==> config.mk <==
export PLATFORM = sky130hd
export DESIGN_NAME = barcode_frame_parser
export DESIGN_NICKNAME = d
export VERILOG_FILES = /design/src/rtl/barcode_frame_parser.sv
export SDC_FILE = /design/constraint.sdc
export NUM_CORES = 1
export LEC_CHECK = 0
export ABC_AREA = 1
export ABC_CLOCK_PERIOD_IN_PS = 7600
export CAP_MARGIN = 20
export CELL_PAD_IN_SITES_DETAIL_PLACEMENT = 1
export CELL_PAD_IN_SITES_GLOBAL_PLACEMENT = 1
export CORE_ASPECT_RATIO = 1.75
export CORE_MARGIN = 8
export CORE_UTILIZATION = 42
export CTS_CLUSTER_DIAMETER = 50
export CTS_CLUSTER_SIZE = 12
export DETAILED_ROUTE_END_ITERATION = 8
export PLACE_DENSITY = 0.89
export SYNTH_ARGS = -nofsm -noshare
export SYNTH_HDL_FRONTEND = slang
export SYNTH_SLANG_ARGS = --single-unit
==> constraint.sdc <==
create_clock -name i_clk -period 7.6 [get_ports i_clk]
set_clock_uncertainty 0.2 [all_clocks]
set_input_delay 0.76 -clock i_clk [delete_from_list [all_inputs] [get_ports i_clk]]
set_output_delay 0.76 -clock i_clk [all_outputs]
set_load 0.005 [all_outputs]
==> src/rtl/barcode_frame_parser.sv <==
// barcode_frame_parser: assembles LF-terminated ASCII barcodes from a UART byte stream and hands each frame off over valid/ready
module barcode_frame_parser #(
  parameter int MAX_LEN = 13,
  parameter int TIMEOUT_CYCLES = 100000,
  localparam int LEN_W = $clog2(MAX_LEN + 1)
) (
  input  logic                 i_clk,
  input  logic                 i_rst,
  input  logic [7:0]           i_rx_data,
  input  logic                 i_rx_valid,
  output logic [MAX_LEN*8-1:0] o_code_data,
  output logic [LEN_W-1:0]     o_code_len,
  output logic                 o_code_valid,
  input  logic                 i_code_ready,
  output logic                 o_err_overflow,
  output logic                 o_err_char,
  output logic                 o_err_timeout,
  output logic                 o_err_drop
);
  localparam int TW = $clog2(TIMEOUT_CYCLES + 1);
  typedef enum logic [1:0] {S_IDLE, S_RECV, S_DISCARD, S_HOLD} state_t;
  state_t r_state, w_next;
  logic [MAX_LEN*8-1:0] r_buf;
  logic [LEN_W-1:0] r_len;
  logic [TW-1:0] r_cnt;
  logic r_drop, r_ovf, r_chr, r_to, r_drp;
  logic w_print, w_lf, w_ill, w_full, w_idle_hit, w_drop_eff, w_run;
  logic w_start, w_store, w_ovf, w_chr, w_to, w_drp;
  assign w_print = i_rx_data >= 8'h20 && i_rx_data <= 8'h7E;
  assign w_lf = i_rx_data == 8'h0A;
  assign w_ill = !w_print && !w_lf && i_rx_data != 8'h0D;
  assign w_full = r_len == LEN_W'(MAX_LEN);
  assign w_idle_hit = !i_rx_valid && r_cnt == TW'(TIMEOUT_CYCLES - 1);
  // A byte on the handshake cycle itself decides whether the tail of its frame must be discarded
  assign w_drop_eff = i_rx_valid ? !w_lf : r_drop;
  assign w_run = (r_state == S_RECV || r_state == S_DISCARD) && !i_rx_valid && w_next == r_state;
  always_comb begin
    w_next = r_state;
    w_start = 1'b0;
    w_store = 1'b0;
    w_ovf = 1'b0;
    w_chr = 1'b0;
    w_to = 1'b0;
    w_drp = 1'b0;
    case (r_state)
      S_IDLE: if (i_rx_valid) begin
        if (w_print) begin w_start = 1'b1; w_next = S_RECV; end
        else if (w_ill) begin w_chr = 1'b1; w_next = S_DISCARD; end
      end
      S_RECV: if (i_rx_valid) begin
        if (w_print && w_full) begin w_ovf = 1'b1; w_next = S_DISCARD; end
        else if (w_print) w_store = 1'b1;
        else if (w_lf) w_next = S_HOLD;
        else if (w_ill) begin w_chr = 1'b1; w_next = S_DISCARD; end
      end else if (w_idle_hit) begin
        w_to = 1'b1;
        w_next = S_IDLE;
      end
      S_DISCARD: if (i_rx_valid ? w_lf : w_idle_hit) w_next = S_IDLE;
      default: begin
        w_drp = i_rx_valid;
        if (i_code_ready) w_next = w_drop_eff ? S_DISCARD : S_IDLE;
      end
    endcase
  end
  always_ff @(posedge i_clk or posedge i_rst) begin
    if (i_rst) begin
      r_state <= S_IDLE;
      r_buf <= '0;
      r_len <= '0;
      r_cnt <= '0;
      r_drop <= 1'b0;
      r_ovf <= 1'b0;
      r_chr <= 1'b0;
      r_to <= 1'b0;
      r_drp <= 1'b0;
    end else begin
      r_state <= w_next;
      r_cnt <= !w_run ? '0 : r_cnt == TW'(TIMEOUT_CYCLES) ? r_cnt : r_cnt + 1'b1;
      if (w_start) begin
        r_buf <= (MAX_LEN*8)'(i_rx_data);
        r_len <= LEN_W'(1);
      end else if (w_store) begin
        r_buf[int'(r_len)*8 +: 8] <= i_rx_data;
        r_len <= r_len + 1'b1;
      end
      r_drop <= (r_state == S_HOLD && w_next == S_HOLD) ? w_drop_eff : 1'b0;
      r_ovf <= w_ovf;
      r_chr <= w_chr;
      r_to <= w_to;
      r_drp <= w_drp;
    end
  end
  assign o_code_data = r_buf;
  assign o_code_len = r_len;
  assign o_code_valid = r_state == S_HOLD;
  assign o_err_overflow = r_ovf;
  assign o_err_char = r_chr;
  assign o_err_timeout = r_to;
  assign o_err_drop = r_drp;
endmodule

Run 1, I/O nets highlighted:
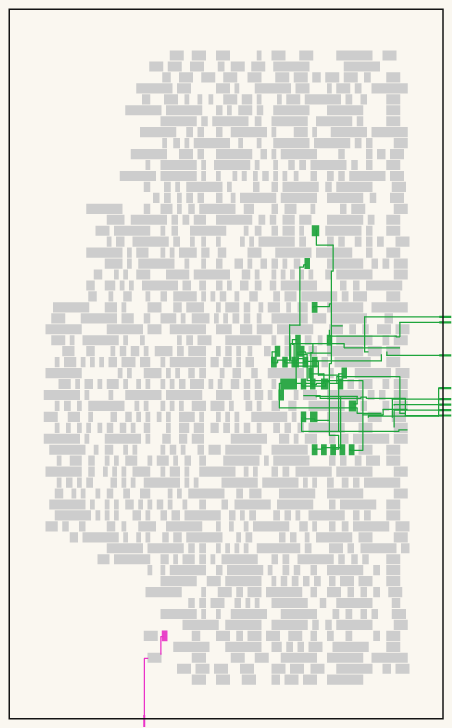
`i_rx_data`: marked green, bits 8, direction input, end cells 28, buffers 8, wire 636 um. `i_code_ready`: marked magenta, bits 1, direction input, end cells 1, buffers 1, wire 20.4 um.

Run 1, routed metal per tile:
21 x 35 tiles, from black (low) to pale yellow (high), scaled to the fullest tile. Values are wire area over tile area, all layers added.
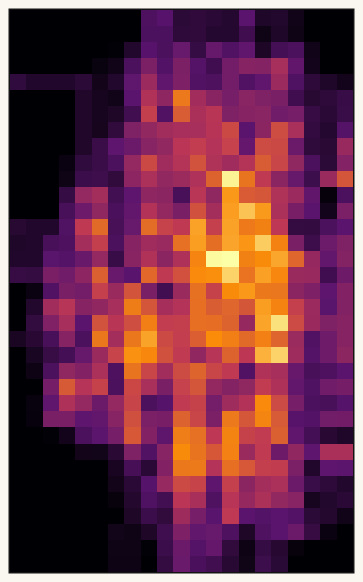
19% of the tiles are nearly empty. The mean over all tiles is 0.19. The densest ninth of the die: centre. The emptiest ninth of the die: upper left. 21% of the tiles are over half the peak. The fullest tile reaches 0.65.
Routed WL per cell: 21.9 um
Routed WL: 22,100 um
total track usage: 24.0%
via count: 5,664

==> run_results.csv, run 1 <==
group,metric,value,unit
logic_synthesis,synth_warnings,0,
floorplan,die_y,176,um
logic_synthesis,yosysTopAreaCell,"dfrtp_1",
power,power.share.sequential,34.1,%
logic_synthesis,ys_seq_share,53.8,%
critical_path,worst_setup_path_start_kind,"primary input",
floorplan,io_pins,125,
clocking,ctsResizeCount,0,
run_status,status,"finished, final reports clean",
placement,pre_cts_ws,3.64,ns
finish,final_core_utilization,56.2,%
timing,fin_crit_sh,49.0,%
route,routed.top_layer,"met4",
logic_synthesis,ys_area,6130,sq um
clocking,cts.sinks,132,
logic_synthesis,yosysMostFrequentCell,"dfrtp_1",
logic_synthesis,xor_share,1.69,%
route,dr_wl_met3,1160,um
placement,dp.cells,976,
critical_path,crit_type,"in -> reg",
clocking,cts_max_level,4,
placement,port_buffers,124,
critical_path,slowest_stage,"nor3_2",
power,power_leader,"sequential cells",
critical_path,crit_top_cell,"nor2_1",
critical_path,r2r_cells,8,
clocking,clockBufferDepth,2,
logic_synthesis,ff_type,"dfrtp_1",
finish,nets,837,
finish,instances_no_fill,1008,
placement,hpwl,16100,um
finish,drive_above_1_share,9.66,%
global_routing,grt.overflow.total,0,
logic_synthesis,synth.distinct_cells,39,
global_routing,grt.busiest_layer,"met2",
critical_path,rr_endpoint,"o_code_data[98]",
logic_synthesis,ys_top_logic_family,"simple AND/OR/NAND/NOR gates",
logic_synthesis,syn_area_per_cell,8.85,sq um
timing,finalWorstSetupSlack,3.87,ns
global_routing,use_met3,4.62,%
critical_path,worstSetupEndpointType,"flip-flop",
timing,hold_viol,0,
power,combPwrFrac,32.4,%
finish,most-common-layout-cells,"132 x dfrtp_1, 124 x clkdlybuf4s50_1, 122 x nand2_1",
logic_synthesis,common_cells,"132 x dfrtp_1, 122 x nand2_1, 94 x nand3_1",
logic_synthesis,netlist_instances,693,
logic_synthesis,aoi_share,9.77,%
power,power_density,298,nW/um^2
logic_synthesis,edf_count,0,
power,peakVddDrop,0.166,mV
job,maxCapViolations,0,
critical_path,worstSetupEndpoint,"o_code_data[98]",
clocking,clkSlewWorstSetupHoldPaths,0.06,ns
route,routed_via_density,5.62,
logic_synthesis,mux_area_share,0.163,%
clocking,cts-root-buf,"clkbuf_16",
timing,rsz0062_at_grt,"false",
power,comb-power,0.000779,W
critical_path,cp_top_family,"simple AND/OR/NAND/NOR gates",
logic_synthesis,topCellsByArea,"dfrtp_1 54%, nand3_1 7.7%, nand2_1 7.5%",
logic_synthesis,syn_nets,715,
floorplan,fp_util,42.7,%
floorplan,die-area,18900,sq um
Run 1, cell outlines without signal wires:
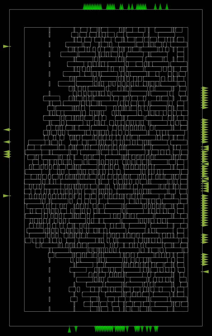
Flop Count: 132
core area: 14,400 sq um
Fill cells: 1,642
Cell Rows: 58
Seq/total area: 40.9%

Run 1, met3 routing:
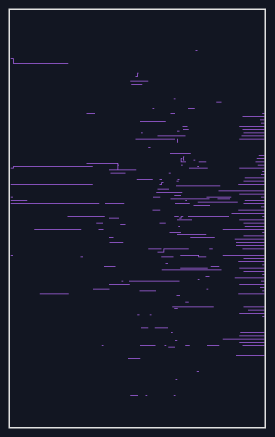
The wires run mostly horizontal. The longest straight run is 37.0 um. The layer holds 5.3% of the routed length.

==> run 1: cell type report <==
class / count / area (sq um)
inverter: 64 / 243
tap: 180 / 225
sequential: 132 / 3300
timing repair buffer: 126 / 1260
clock inverter: 14 / 145
multi-input combinational: 474 / 2470
fill: 1642 / 6300
clock buffer: 18 / 429
==> run 1: registers in the layout, summed over array words and instances (netlist names) <==
| name | cells |
|---|---|
| o_err_timeout | 1 |
| r_drop | 1 |
| r_state | 2 |
| o_code_len | 4 |
| r_cnt | 17 |
| o_err_char | 1 |
| o_code_data | 104 |
| o_err_overflow | 1 |
| o_err_drop | 1 |
--- run 2 (diff from run 1) ---
- ABC_CLOCK_PERIOD_IN_PS: 7600 -> 3600
- CORE_UTILIZATION: 42 -> 39
- PLACE_DENSITY: 0.89 -> 0.84
- clock period: 7.6 -> 3.6 ns (I/O delays scaled with it)
Run 2, met3 routing:
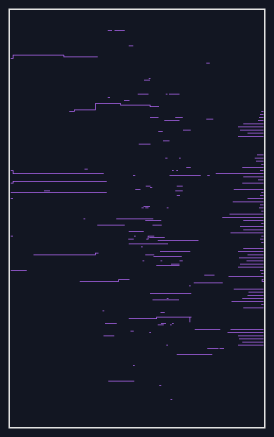
The wires run mostly horizontal. 112 nets have wire on it. The longest straight run is 41.6 um. The layer holds 4.8% of the routed length. The layer carries 1,060 um of wire.

Run 2, cell outlines without signal wires:
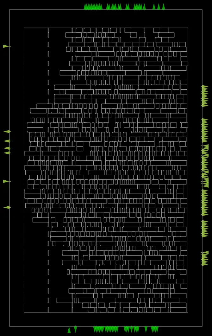
Fill cells: 1,786
Cell Rows: 60
Seq/total area: 40.5%
Final Util: 53.0%
Non-Filler Instances: 1,019

==> run 2 against run 1 <==
  * Clock power grew 120%
  * Combinational power is 110% higher
  * Via count grew 0.23%
  * Final area rose by 0.98%
  * Wire length up 0.43%
  * Largest power group is now the clock network
==> run_results.csv, run 2 <==
group,metric,value,unit
critical_path,slowest_stage,"nor3_2",
timing,fin_crit_sh,88.2,%
route,wirelength,22200,um
critical_path,worst_setup_path_start_kind,"flip-flop",
timing,hold_viol,0,
global_routing,grt.overflow.total,0,
finish,ff_count,132,
finish,largest_class,"registers",
job,maxCapViolations,0,
finish,largest_reg_flops,104,
clocking,clockBufferDepth,2,
global_routing,grt_use_total,22.3,%
route,wire_per_inst,21.8,um
placement,dp.cells,987,
critical_path,rr_endpoint,"o_code_data[49]",
finish,most-common-layout-cells,"132 x dfrtp_1, 124 x clkdlybuf4s50_1, 122 x nand2_1",
floorplan,fp_util,39.9,%
run_status,status,"finished, final reports clean",
logic_synthesis,topCellsByArea,"dfrtp_1 54%, nand3_1 7.7%, nand2_1 7.5%",
clocking,cts.sinks,132,
clocking,clkSlewWorstSetupHoldPaths,0.07,ns
route,dr_wl_met3,1060,um
floorplan,core,15400,sq um
placement,port_buffers,124,
logic_synthesis,yosysMostFrequentCell,"dfrtp_1",
power,peakVddDrop,0.324,mV
placement,hpwl,16100,um
critical_path,worstSetupEndpointType,"flip-flop",
finish,logic_area,2470,sq um
route,routed_via_density,5.57,
route,routed.top_layer,"met4",
logic_synthesis,yosysTopAreaCell,"dfrtp_1",
finish,signal_buffers,131,
clocking,cts_max_level,4,
finish,clkbuf_count,18,
clocking,cts-root-buf,"clkbuf_16",
==> run 2: cell counts after synthesis <==
No cell type changed its count.
==> run 2: kinds of logic after synthesis <==
kind of cell / count (synthesis) / synth area share, %
AND/OR/NAND/NOR: 341 / 26.6
adder cells (fa/ha/maj): 10 / 2.04
buffers and inverters: 87 / 5.87
multiplexers: 1 / 0.163
flip-flops: 132 / 53.8
AND-OR/OR-AND: 111 / 9.77
XOR/XNOR: 11 / 1.69
==> run 2: report_power, final <==
| group | switching, W | internal [W] |
|---|---|---|
| clock network | 0.000736 | 0.00104 |
| registers | 0.000124 | 0.00160 |
| logic | 0.00114 | 0.000504 |
==> run 2: routing by layer <==
metal | track usage [%] | vias up
li1 | - | 2568
met1 | 21.2 | 2849
met3 | 5.25 | 77
met4 | 13.8 | 0
met5 | 0 | -
met2 | 41.9 | 183
Power and IR drop assume default switching activity.
